`src/rtl/fhe_instr_sequencer_pkg.sv`:
```
// Shared operation types for the FHE instruction sequencer and its queue.
package fhe_instr_sequencer_pkg;

    localparam int IDX_W = 8;

    typedef enum logic [2:0] {
        NO_OP        = 3'd0,
        OP_CT_CT_ADD = 3'd1,
        OP_CT_PT_ADD = 3'd2,
        OP_CT_CT_MUL = 3'd3,
        OP_CT_PT_MUL = 3'd4
    } op_e;

    typedef struct packed {
        op_e              mode;
        logic [IDX_W-1:0] idx1_a;
        logic [IDX_W-1:0] idx1_b;
        logic [IDX_W-1:0] idx2_a;
        logic [IDX_W-1:0] idx2_b;
        logic [IDX_W-1:0] out_a;
        logic [IDX_W-1:0] out_b;
    } operation;

    // All-zero operation carrying the NO_OP mode; what the cpu sees between instructions.
    function automatic operation nop_operation();
        operation op_v;
        op_v      = '0;
        op_v.mode = NO_OP;
        return op_v;
    endfunction

endpackage

```
`src/rtl/fhe_instr_sequencer_fifo.sv`:
```
// Synchronous instruction queue with registered occupancy, full and empty.
module fhe_op_fifo
    import fhe_instr_sequencer_pkg::*;
#(
    parameter int DEPTH = 4
) (
    input  logic     clk,
    input  logic     reset,
    input  logic     push,
    input  logic     pop,
    input  operation wdata,
    output operation rdata,
    output logic     full,
    output logic     empty
);

    localparam int PTR_W = $clog2(DEPTH);
    localparam logic [PTR_W:0] CNT_ONE    = (PTR_W+1)'(1);
    localparam logic [PTR_W:0] FULL_COUNT = (PTR_W+1)'(DEPTH);
    localparam logic [PTR_W-1:0] PTR_ONE  = PTR_W'(1);

    operation         mem_r [DEPTH];
    logic [PTR_W-1:0] wr_ptr_r;
    logic [PTR_W-1:0] rd_ptr_r;
    logic [PTR_W:0]   count_r;
    logic [PTR_W:0]   count_next_s;
    logic             full_r;
    logic             empty_r;
    logic             do_push_s;
    logic             do_pop_s;

    // A push while full is refused even when a pop happens in the same cycle.
    assign do_push_s = push && !full_r;
    assign do_pop_s  = pop && !empty_r;
    assign rdata     = mem_r[rd_ptr_r];
    assign full      = full_r;
    assign empty     = empty_r;

    // Next occupancy from the qualified push/pop pair.
    always_comb begin
        count_next_s = count_r;
        if (do_push_s && !do_pop_s) begin
            count_next_s = count_r + CNT_ONE;
        end else if (!do_push_s && do_pop_s) begin
            count_next_s = count_r - CNT_ONE;
        end else begin
            count_next_s = count_r;
        end
    end

    // Pointer, occupancy and flag registers; pointers wrap naturally at the power-of-two depth.
    always_ff @(posedge clk) begin
        if (reset) begin
            wr_ptr_r <= '0;
            rd_ptr_r <= '0;
            count_r  <= '0;
            full_r   <= 1'b0;
            empty_r  <= 1'b1;
        end else begin
            if (do_push_s) begin
                wr_ptr_r <= wr_ptr_r + PTR_ONE;
            end
            if (do_pop_s) begin
                rd_ptr_r <= rd_ptr_r + PTR_ONE;
            end
            count_r <= count_next_s;
            full_r  <= (count_next_s == FULL_COUNT);
            empty_r <= (count_next_s == '0);
        end
    end

    // Storage array; contents need no reset because occupancy gates every read.
    always_ff @(posedge clk) begin
        if (do_push_s) begin
            mem_r[wr_ptr_r] <= wdata;
        end
    end

endmodule

```
`src/rtl/fhe_instr_sequencer.sv`:
```
// Feeds queued FHE operations to the cpu one at a time, holding each until done
// and forcing a NO_OP gap between instructions; traps to ERROR on a stuck cpu.
module fhe_instr_sequencer
    import fhe_instr_sequencer_pkg::*;
#(
    parameter int FIFO_DEPTH     = 4,
    parameter int TIMEOUT_CYCLES = 1024
) (
    input  logic        clk,
    input  logic        reset,
    input  logic        in_valid,
    output logic        in_ready,
    input  operation    in_op,
    output operation    op_out,
    input  logic        cpu_done,
    output logic        busy,
    output logic        idle,
    output logic [15:0] retired_count,
    output logic        timeout_err
);

    typedef enum logic [1:0] {
        ST_IDLE  = 2'd0,
        ST_WAIT  = 2'd1,
        ST_GAP   = 2'd2,
        ST_ERROR = 2'd3
    } state_e;

    localparam int WCNT_W = $clog2(TIMEOUT_CYCLES) + 1;
    localparam logic [WCNT_W-1:0] WAIT_LAST = WCNT_W'(TIMEOUT_CYCLES - 1);
    localparam logic [WCNT_W-1:0] WAIT_ONE  = WCNT_W'(1);

    state_e            state_r;
    state_e            state_next_s;
    operation          op_out_r;
    operation          op_next_s;
    logic [WCNT_W-1:0] wait_cnt_r;
    logic [WCNT_W-1:0] wait_next_s;
    logic [15:0]       retired_r;
    logic [15:0]       retired_next_s;
    logic              err_r;
    logic              err_next_s;
    logic              pop_s;
    logic              push_s;
    logic              q_full_s;
    logic              q_empty_s;
    operation          head_s;

    assign in_ready      = !q_full_s && (state_r != ST_ERROR);
    assign push_s        = in_valid && in_ready;
    assign busy          = (state_r == ST_WAIT) || (state_r == ST_GAP);
    assign idle          = (state_r == ST_IDLE) && q_empty_s;
    assign op_out        = op_out_r;
    assign retired_count = retired_r;
    assign timeout_err   = err_r;

    fhe_op_fifo #(
        .DEPTH (FIFO_DEPTH)
    ) u_fifo (
        .clk   (clk),
        .reset (reset),
        .push  (push_s),
        .pop   (pop_s),
        .wdata (in_op),
        .rdata (head_s),
        .full  (q_full_s),
        .empty (q_empty_s)
    );

    // Next-state and next-output logic; the head is popped only once it retires.
    always_comb begin
        state_next_s   = state_r;
        op_next_s      = op_out_r;
        wait_next_s    = wait_cnt_r;
        retired_next_s = retired_r;
        err_next_s     = err_r;
        pop_s          = 1'b0;
        case (state_r)
            ST_IDLE: begin
                if (q_empty_s) begin
                    state_next_s = ST_IDLE;
                end else if (head_s.mode == NO_OP) begin
                    pop_s          = 1'b1;
                    retired_next_s = retired_r + 16'd1;
                end else begin
                    op_next_s    = head_s;
                    wait_next_s  = '0;
                    state_next_s = ST_WAIT;
                end
            end
            ST_WAIT: begin
                if (cpu_done) begin
                    pop_s          = 1'b1;
                    retired_next_s = retired_r + 16'd1;
                    op_next_s      = nop_operation();
                    state_next_s   = ST_GAP;
                end else if (wait_cnt_r == WAIT_LAST) begin
                    op_next_s    = nop_operation();
                    err_next_s   = 1'b1;
                    state_next_s = ST_ERROR;
                end else begin
                    wait_next_s = wait_cnt_r + WAIT_ONE;
                end
            end
            ST_GAP: begin
                state_next_s = ST_IDLE;
            end
            ST_ERROR: begin
                state_next_s = ST_ERROR;
            end
            default: begin
                op_next_s    = nop_operation();
                err_next_s   = 1'b1;
                state_next_s = ST_ERROR;
            end
        endcase
    end

    // State and output registers.
    always_ff @(posedge clk) begin
        if (reset) begin
            state_r    <= ST_IDLE;
            op_out_r   <= nop_operation();
            wait_cnt_r <= '0;
            retired_r  <= 16'd0;
            err_r      <= 1'b0;
        end else begin
            state_r    <= state_next_s;
            op_out_r   <= op_next_s;
            wait_cnt_r <= wait_next_s;
            retired_r  <= retired_next_s;
            err_r      <= err_next_s;
        end
    end

endmodule

```
`config.mk`:
```
export PLATFORM = sky130hd
export DESIGN_NAME = fhe_instr_sequencer
export DESIGN_NICKNAME = d
export VERILOG_FILES = /design/src/rtl/fhe_instr_sequencer_pkg.sv /design/src/rtl/fhe_instr_sequencer_fifo.sv /design/src/rtl/fhe_instr_sequencer.sv
export SDC_FILE = /design/constraint.sdc
export NUM_CORES = 1
export LEC_CHECK = 0
export CAP_MARGIN = 0
export CORE_AREA = 5 5 185 115
export DETAILED_ROUTE_END_ITERATION = 8
export DIE_AREA = 0 0 190 120
export GPL_TIMING_DRIVEN = 0
export PLACE_DENSITY = 0.82
export SYNTH_ARGS = -nofsm -noshare
export SYNTH_HDL_FRONTEND = slang
export SYNTH_HIERARCHICAL = 1
export SYNTH_SLANG_ARGS = --single-unit
```
`constraint.sdc`:
```
create_clock -name clk -period 5.75 [get_ports clk]
set_input_delay 1.15 -clock clk [delete_from_list [all_inputs] [get_ports clk]]
set_output_delay 1.15 -clock clk [all_outputs]
set_load 0.01 [all_outputs]
```
run_1/wires.png
Bar = 50 um.
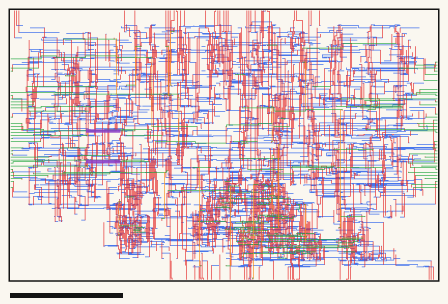
Key: metal 4 = orange [wire length 495 um]; metal 1 = blue [wire length 10600 um]; metal 5 = purple [wire length 27.6 um]; metal 2 = red [wire length 11200 um]; metal 3 = green [wire length 2050 um]

run_1/layer_met3.png
Bar = 50 um.
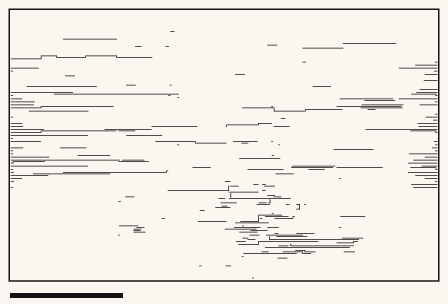
The layer carries 2050 um of wire. 140 nets have wire on it. The wires run mostly horizontal. The longest straight run is 55.2 um. The layer holds 8.4% of the routed length.

run_1/layer_met4.png
Supply wires on this layer in gray.
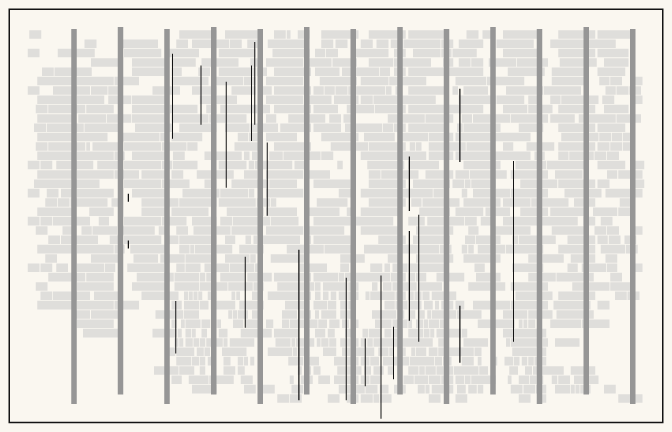
The layer carries 495 um of wire. The longest straight run is 52.4 um. 17 nets have wire on it.

==> flow.log, run 1 <==
[report] extracting results
INFO  metric port_buffers = between 100 and 150
INFO  metric finalClockSkew = ~0.015 ns
INFO  metric dpl_worst_slack = 2.305 ns
INFO  metric clk_latency = between 0.5 and 0.6 ns
INFO  metric netlist-cell-type-count = 60
INFO  metric synth.area.top_cells = sky130_fd_sc_hd__edfxtp_1 (54%), sky130_fd_sc_hd__dfxtp_1 (16%), sky130_fd_sc_hd__mux4_2 (10%)
INFO  metric placed_cell_area = 0.01292 mm^2
INFO  metric n_sequential_cell = approximately 300
INFO  metric worst_ep_arrival_time = approximately 3.7 ns
INFO  metric synth.area.mux_share = 0.1040
INFO  metric detail_route.iter0.violations = 596
INFO  metric fin_util = 0.7049
INFO  metric wl_per_cell = 22.03 um
INFO  metric hold_path_class = reg2reg
INFO  metric cts_buffers = 26
INFO  metric post-cts-setup-buffers = 0
INFO  metric synthCells = between 600 and 700
INFO  metric synth_top_cell_by_count = sky130_fd_sc_hd__edfxtp_1
INFO  metric fin_tns_setup = 0 ns
INFO  metric top_level_ports = 126
INFO  metric floorplan.die_area = 0.02280 mm^2
INFO  metric cts_resizes = 0
INFO  metric rows = 40
INFO  metric vias_per_cell = 6.071
INFO  metric worst_slew_pin_slew = 1.121 ns
INFO  metric synthFlopType = sky130_fd_sc_hd__edfxtp_1
INFO  metric power.switching_fraction = 0.2704
INFO  metric fillerInstances = between 1000 and 1500
INFO  metric largest-register = u_fifo/mem_r
INFO  metric synth-compound-area-share = 0.07929
INFO  metric p_leak = approximately 4.6 nW
INFO  metric timing.final.crit_period = 3.200 ns
INFO  metric whs = between 0.4 and 0.5 ns
INFO  metric log.warning_count = 33
INFO  metric worst_hold_path.num_cells = 1
INFO  metric capturing_point_of_the_worst_reg2reg_path = op_out[2]$_SDFFE_PP0P_
INFO  metric yosys-top-cells-count = sky130_fd_sc_hd__edfxtp_1 (204), sky130_fd_sc_hd__dfxtp_1 (92), sky130_fd_sc_hd__a22o_1 (51), sky130_fd_sc_hd__mux4_2 (51), sky130_fd_sc_hd__a21oi_1 (19)
INFO  metric clk_path_buf_depth = 3
INFO  metric inverters = 14
INFO  metric path_max_fanout = 10
INFO  metric drc_errors = 0
INFO  metric n_all_buffers = between 150 and 200
INFO  metric grt_first_pass_wirelength = 38520 um
INFO  metric run_status = finished clean
INFO  metric synth-seq-area-share = 0.7082
INFO  metric peakVddDrop = roughly 0.26 mV
INFO  metric tapcell.inserted = between 200 and 300
INFO  metric critPathRequiredTime = 6.21 ns
INFO  metric enable_flop_cells = about 200
INFO  metric final-hold-violation-count = 0
INFO  metric yosys.area.top_type_share = 0.5445
INFO  metric first_global_vias = between 7000 and 8000
INFO  metric final_layout_top_logic_cells = sky130_fd_sc_hd__edfxtp_1 (204), sky130_fd_sc_hd__clkdlybuf4s50_1 (124), sky130_fd_sc_hd__dfxtp_1 (92)
INFO  metric clock_tree.root_cell = sky130_fd_sc_hd__clkbuf_16
INFO  metric worstSetupEndpointType = flop
INFO  metric die_w = 190 um
INFO  metric flop_area = between 0.007 and 0.008 mm^2
INFO  metric netlist_logic_family_top = multiplexers
INFO  metric timing.final.ws_setup = between 2 and 3 ns
INFO  metric synth_top_cell_by_area = sky130_fd_sc_hd__edfxtp_1
INFO  metric cap_violations = 0
INFO  metric place_hpwl = 16210 um
INFO  metric detail-route-antenna-nets = 0
INFO  metric startpoint_type_of_the_worst_setup_path = flop
INFO  metric largest_register_ff_count = just over 200
INFO  metric worstHoldStart = op_out[15]$_SDFFE_PP0P_
INFO  metric internal-power = 0.004404 W
INFO  metric xor_share = 0.005338
INFO  metric worst-r2r-setup-slack = between 2 and 3 ns
INFO  metric synth-simple-area-share = 0.06428
INFO  metric area_reported_by_yosys_stat = 0.01125 mm^2
INFO  metric die_y = 120 um
INFO  metric gp_congestion = between 0.8 and 0.9
INFO  metric num_vias = between 6000 and 7000
INFO  metric core_util_floorplan = 0.5749
INFO  metric layout_worst_path_cycle_share = 0.5565
INFO  metric totalPowerFinal = 0.006036 W
INFO  metric clock-sinks = roughly 300
INFO  metric combPwrFrac = 0.236
INFO  metric synthesis.area_per_instance = between 15 and 20 um^2
INFO  metric num-nets-final = a little under 900
INFO  metric synth.cell_area = roughly 0.011 mm^2
-- run 1: power groups by stage --
| stage | registers (W) | logic (W) | clock network [W] |
|---|---|---|---|
| after global routing | 0.00288 | 0.00153 | 0.00189 |
| final | 0.00285 | 0.00142 | 0.00176 |
| after detailed placement | 0.00289 | 0.00142 | 0 |
| after global placement | 0.00289 | 0.00134 | 0 |
| after floorplan | 0.00291 | 0.000739 | 0 |
| after CTS | 0.00285 | 0.00143 | 0.00179 |
-- run 1: routing by layer --
layer  global-route usage  vias to the layer above  routed length [um]
met5                    0                        -                  27
met4              0.05239                        4                 495
met3              0.05436                       44                2048
met2               0.3333                      309               11220
met1               0.3063                     3391               10580
li1                     -                     2967                   -
-- run 1: worst max-delay path by stage --
stage / startpoint / to / slack, ns / cells past startpoint
global route: flop / op_out[3]$_SDFFE_PP0P_ / 2.37 / 8
global placement: in_valid / u_fifo/mem_r[1][16]$_DFFE_PP_ / 1.10 / 5
floorplan: in_valid / u_fifo/mem_r[0][0]$_DFFE_PP_ / 2.50 / 4
detailed placement: in_valid / u_fifo/mem_r[3][16]$_DFFE_PP_ / 2.31 / 6
finish: flop / op_out[2]$_SDFFE_PP0P_ / 2.55 / 8
CTS: flop / op_out[2]$_SDFFE_PP0P_ / 2.54 / 8
-- run 1: critical path, stage by stage, from the launching register on --
cell and delay [ns]:
sky130_fd_sc_hd__dfxtp_1 0.32, sky130_fd_sc_hd__buf_1 0.31, sky130_fd_sc_hd__buf_2 0.38, sky130_fd_sc_hd__mux4_2 0.41, sky130_fd_sc_hd__nor3_2 0.34, sky130_fd_sc_hd__o22ai_1 0.18
sky130_fd_sc_hd__a21oi_1 0.62, sky130_fd_sc_hd__buf_2 0.38, sky130_fd_sc_hd__a22o_1 0.20
--- run 2 (diff from run 1) ---
--- a/config.mk
+++ b/config.mk
@@ -6,11 +6,11 @@
 export NUM_CORES = 1
 export LEC_CHECK = 0
 export CAP_MARGIN = 0
-export CORE_AREA = 5 5 185 115
+export CORE_AREA = 5 5 189 118
 export DETAILED_ROUTE_END_ITERATION = 8
-export DIE_AREA = 0 0 190 120
+export DIE_AREA = 0 0 194 123
 export GPL_TIMING_DRIVEN = 0
-export PLACE_DENSITY = 0.82
+export PLACE_DENSITY = 0.79
 export SYNTH_ARGS = -nofsm -noshare
 export SYNTH_HDL_FRONTEND = slang
 export SYNTH_HIERARCHICAL = 1
==> constraint.sdc (replaced) <==
create_clock -name clk -period 3.3 [get_ports clk]
set_input_delay 0.66 -clock clk [delete_from_list [all_inputs] [get_ports clk]]
set_output_delay 0.66 -clock clk [all_outputs]
set_load 0.01 [all_outputs]
run_2/layer_met3.png
Bar = 50 um.
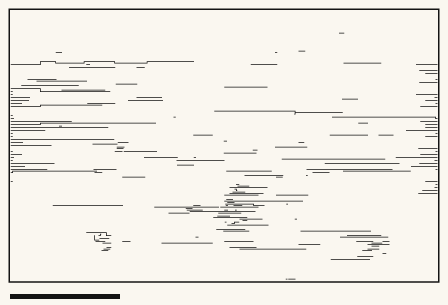
The layer carries 2010 um of wire. The wires run mostly horizontal. The longest straight run is 52.2 um.

==> run 2 against run 1 <==
Net effect:
- sequential power rose by 74%
- flip-flop count did not move
- combinational power rose by 71%
- core utilization fell by 3.4 points
- synthesized cell count did not move
- die size rose by 4.7%
- sequential share of layout area rose by 0.28 points
- register-to-register slack got worse by 2.4 ns
- worst hold slack got worse by 0.0054 ns
==> flow.log, run 2 <==
[report] extracting results
INFO  metric critPathRequiredTime = 3.70 ns (-2.51 ns)
INFO  metric log.warning_count = 33 (unchanged)
INFO  metric enable_flop_cells = 204 (unchanged)
INFO  metric detail-route-antenna-nets = 0 (unchanged)
INFO  metric run_status = finished clean
INFO  metric synth_top_cell_by_count = sky130_fd_sc_hd__edfxtp_1
INFO  metric startpoint_type_of_the_worst_setup_path = flop
INFO  metric fin_util = 0.6706 (-0.03422)
INFO  metric port_buffers = 124 (unchanged)
INFO  metric timing.final.ws_setup = 0.1979 ns (-2.352 ns)
INFO  metric floorplan.die_area = 0.02386 mm^2 (+4.7%)
INFO  metric synth.area.mux_share = 0.1040 (unchanged)
INFO  metric peakVddDrop = 0.4029 mV (+56%)
INFO  metric area_reported_by_yosys_stat = 0.01125 mm^2 (unchanged)
INFO  metric path_max_fanout = 10 (unchanged)
INFO  metric fin_tns_setup = 0 ns (unchanged)
INFO  metric tapcell.inserted = 279 (+2.2%)
INFO  metric synthesis.area_per_instance = 17.12 um^2 (unchanged)
INFO  metric combPwrFrac = 0.234 (-0.002)
INFO  metric internal-power = 0.007596 W (+72%)
INFO  metric wl_per_cell = 21.42 um (-2.8%)
INFO  metric num_vias = 6492 (-3.3%)
INFO  metric worst_slew_pin_slew = 0.9585 ns (-0.1629 ns)
INFO  metric final-hold-violation-count = 0 (unchanged)
INFO  metric p_leak = 4.545 nW (-1.1%)
INFO  metric placed_cell_area = 0.01285 mm^2 (-0.52%)
INFO  metric worst_ep_arrival_time = 3.50 ns (-0.16 ns)
INFO  metric finalClockSkew = 0.01754 ns (+0.002234 ns)
INFO  metric synth.cell_area = 0.01125 mm^2 (unchanged)
INFO  metric worstSetupEndpointType = flop
INFO  metric rows = 41 (+2.5%)
INFO  metric cts_buffers = 27 (+3.8%)
INFO  metric hold_path_class = reg2reg
INFO  metric yosys-top-cells-count = sky130_fd_sc_hd__edfxtp_1 (204), sky130_fd_sc_hd__dfxtp_1 (92), sky130_fd_sc_hd__a22o_1 (51), sky130_fd_sc_hd__mux4_2 (51), sky130_fd_sc_hd__a21oi_1 (19)
INFO  metric vias_per_cell = 5.849 (-3.7%)
INFO  metric synth_top_cell_by_area = sky130_fd_sc_hd__edfxtp_1
INFO  metric grt_first_pass_wirelength = 37070 um (-3.7%)
INFO  metric clk_latency = 0.53 ns (about the same)
INFO  metric fillerInstances = 1333 (+9.7%)
INFO  metric flop_area = 0.007968 mm^2 (unchanged)
INFO  metric layout_worst_path_cycle_share = 0.9400 (+0.3835)
INFO  metric largest_register_ff_count = 204 (unchanged)
INFO  metric drc_errors = 0 (unchanged)
INFO  metric core_util_floorplan = 0.5497 (-0.02527)
INFO  metric synthFlopType = sky130_fd_sc_hd__edfxtp_1
INFO  metric dpl_worst_slack = 0.04324 ns (-2.262 ns)
INFO  metric yosys.area.top_type_share = 0.5445 (unchanged)
INFO  metric gp_congestion = 0.9209 (+9.4%)
INFO  metric netlist-cell-type-count = 60 (unchanged)
INFO  metric inverters = 14 (unchanged)
INFO  metric n_sequential_cell = 296 (unchanged)
INFO  metric die_w = 194 um (+2.1%)
INFO  metric worstHoldStart = op_out[6]$_SDFFE_PP0P_
INFO  metric synthCells = 657 (unchanged)
INFO  metric synth-seq-area-share = 0.7082 (unchanged)
INFO  metric worst-r2r-setup-slack = 0.20 ns (-2.35 ns)
INFO  metric whs = 0.4770 ns (-0.005410 ns)
INFO  metric timing.final.crit_period = 3.102 ns (-0.09775 ns)
run_2/wires.png
Bar = 50 um.
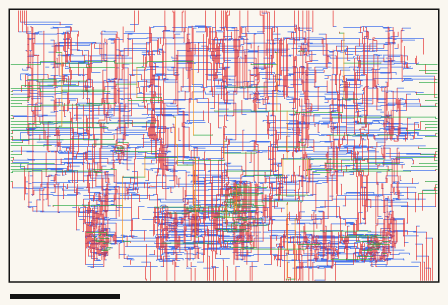
Key: metal 1 = blue [wire length 10500 um]; metal 3 = green [wire length 2010 um]; metal 2 = red [wire length 10900 um]; metal 4 = orange [wire length 382 um]

run 2: layer usage:
layer	track usage	vias up	routed length [um]	share of wire
li1	-	2966	-	-
met4	0.03731	0	381	0.016
met5	0	-	0	0
met1	0.2840	3205	10460	0.44
met2	0.3135	276	10920	0.46
met3	0.04847	45	2011	0.085
run 2: power groups by stage:
stage,sequential [W],clock [W],combinational [W]
after floorplan,0.00507,0,0.00129
after global placement,0.00502,0,0.00236
after detailed placement,0.00504,0,0.00244
after CTS,0.00497,0.00307,0.00245
after global routing,0.00502,0.00324,0.00261
final,0.00497,0.00300,0.00243
run 2: how the worst min path moves through the flow:
| stage | to | slack, ns | depth (start not counted) |
|---|---|---|---|
| 3_3_place_gp | op_out[0]$_SDFFE_PP0P_ | 0.46 | 1 |
| 5_1_grt | op_out[46]$_SDFFE_PP0P_ | 0.49 | 1 |
| 3_5_place_dp | timeout_err$_SDFFE_PP0P_ | 0.46 | 2 |
| 2_1_floorplan | wait_cnt_r[10]$_SDFFE_PP0P_ | 0.46 | 1 |
| 6_report | op_out[6]$_SDFFE_PP0P_ | 0.48 | 1 |
| 4_1_cts | op_out[6]$_SDFFE_PP0P_ | 0.48 | 1 |
run 2: worst max-delay path, stage by stage, from the launching register on:
cell                       delay [ns]
sky130_fd_sc_hd__dfxtp_1         0.30
sky130_fd_sc_hd__buf_1           0.35
sky130_fd_sc_hd__clkbuf_4        0.35
sky130_fd_sc_hd__mux4_2          0.38
sky130_fd_sc_hd__nor3_2          0.39
sky130_fd_sc_hd__and2_1          0.26
sky130_fd_sc_hd__or2_2           0.15
sky130_fd_sc_hd__nor2b_2         0.14
sky130_fd_sc_hd__buf_6           0.14
sky130_fd_sc_hd__xnor2_2         0.09
sky130_fd_sc_hd__a311oi_2        0.32
sky130_fd_sc_hd__o31ai_1         0.10
Power is estimated from default activity; no workload was simulated.
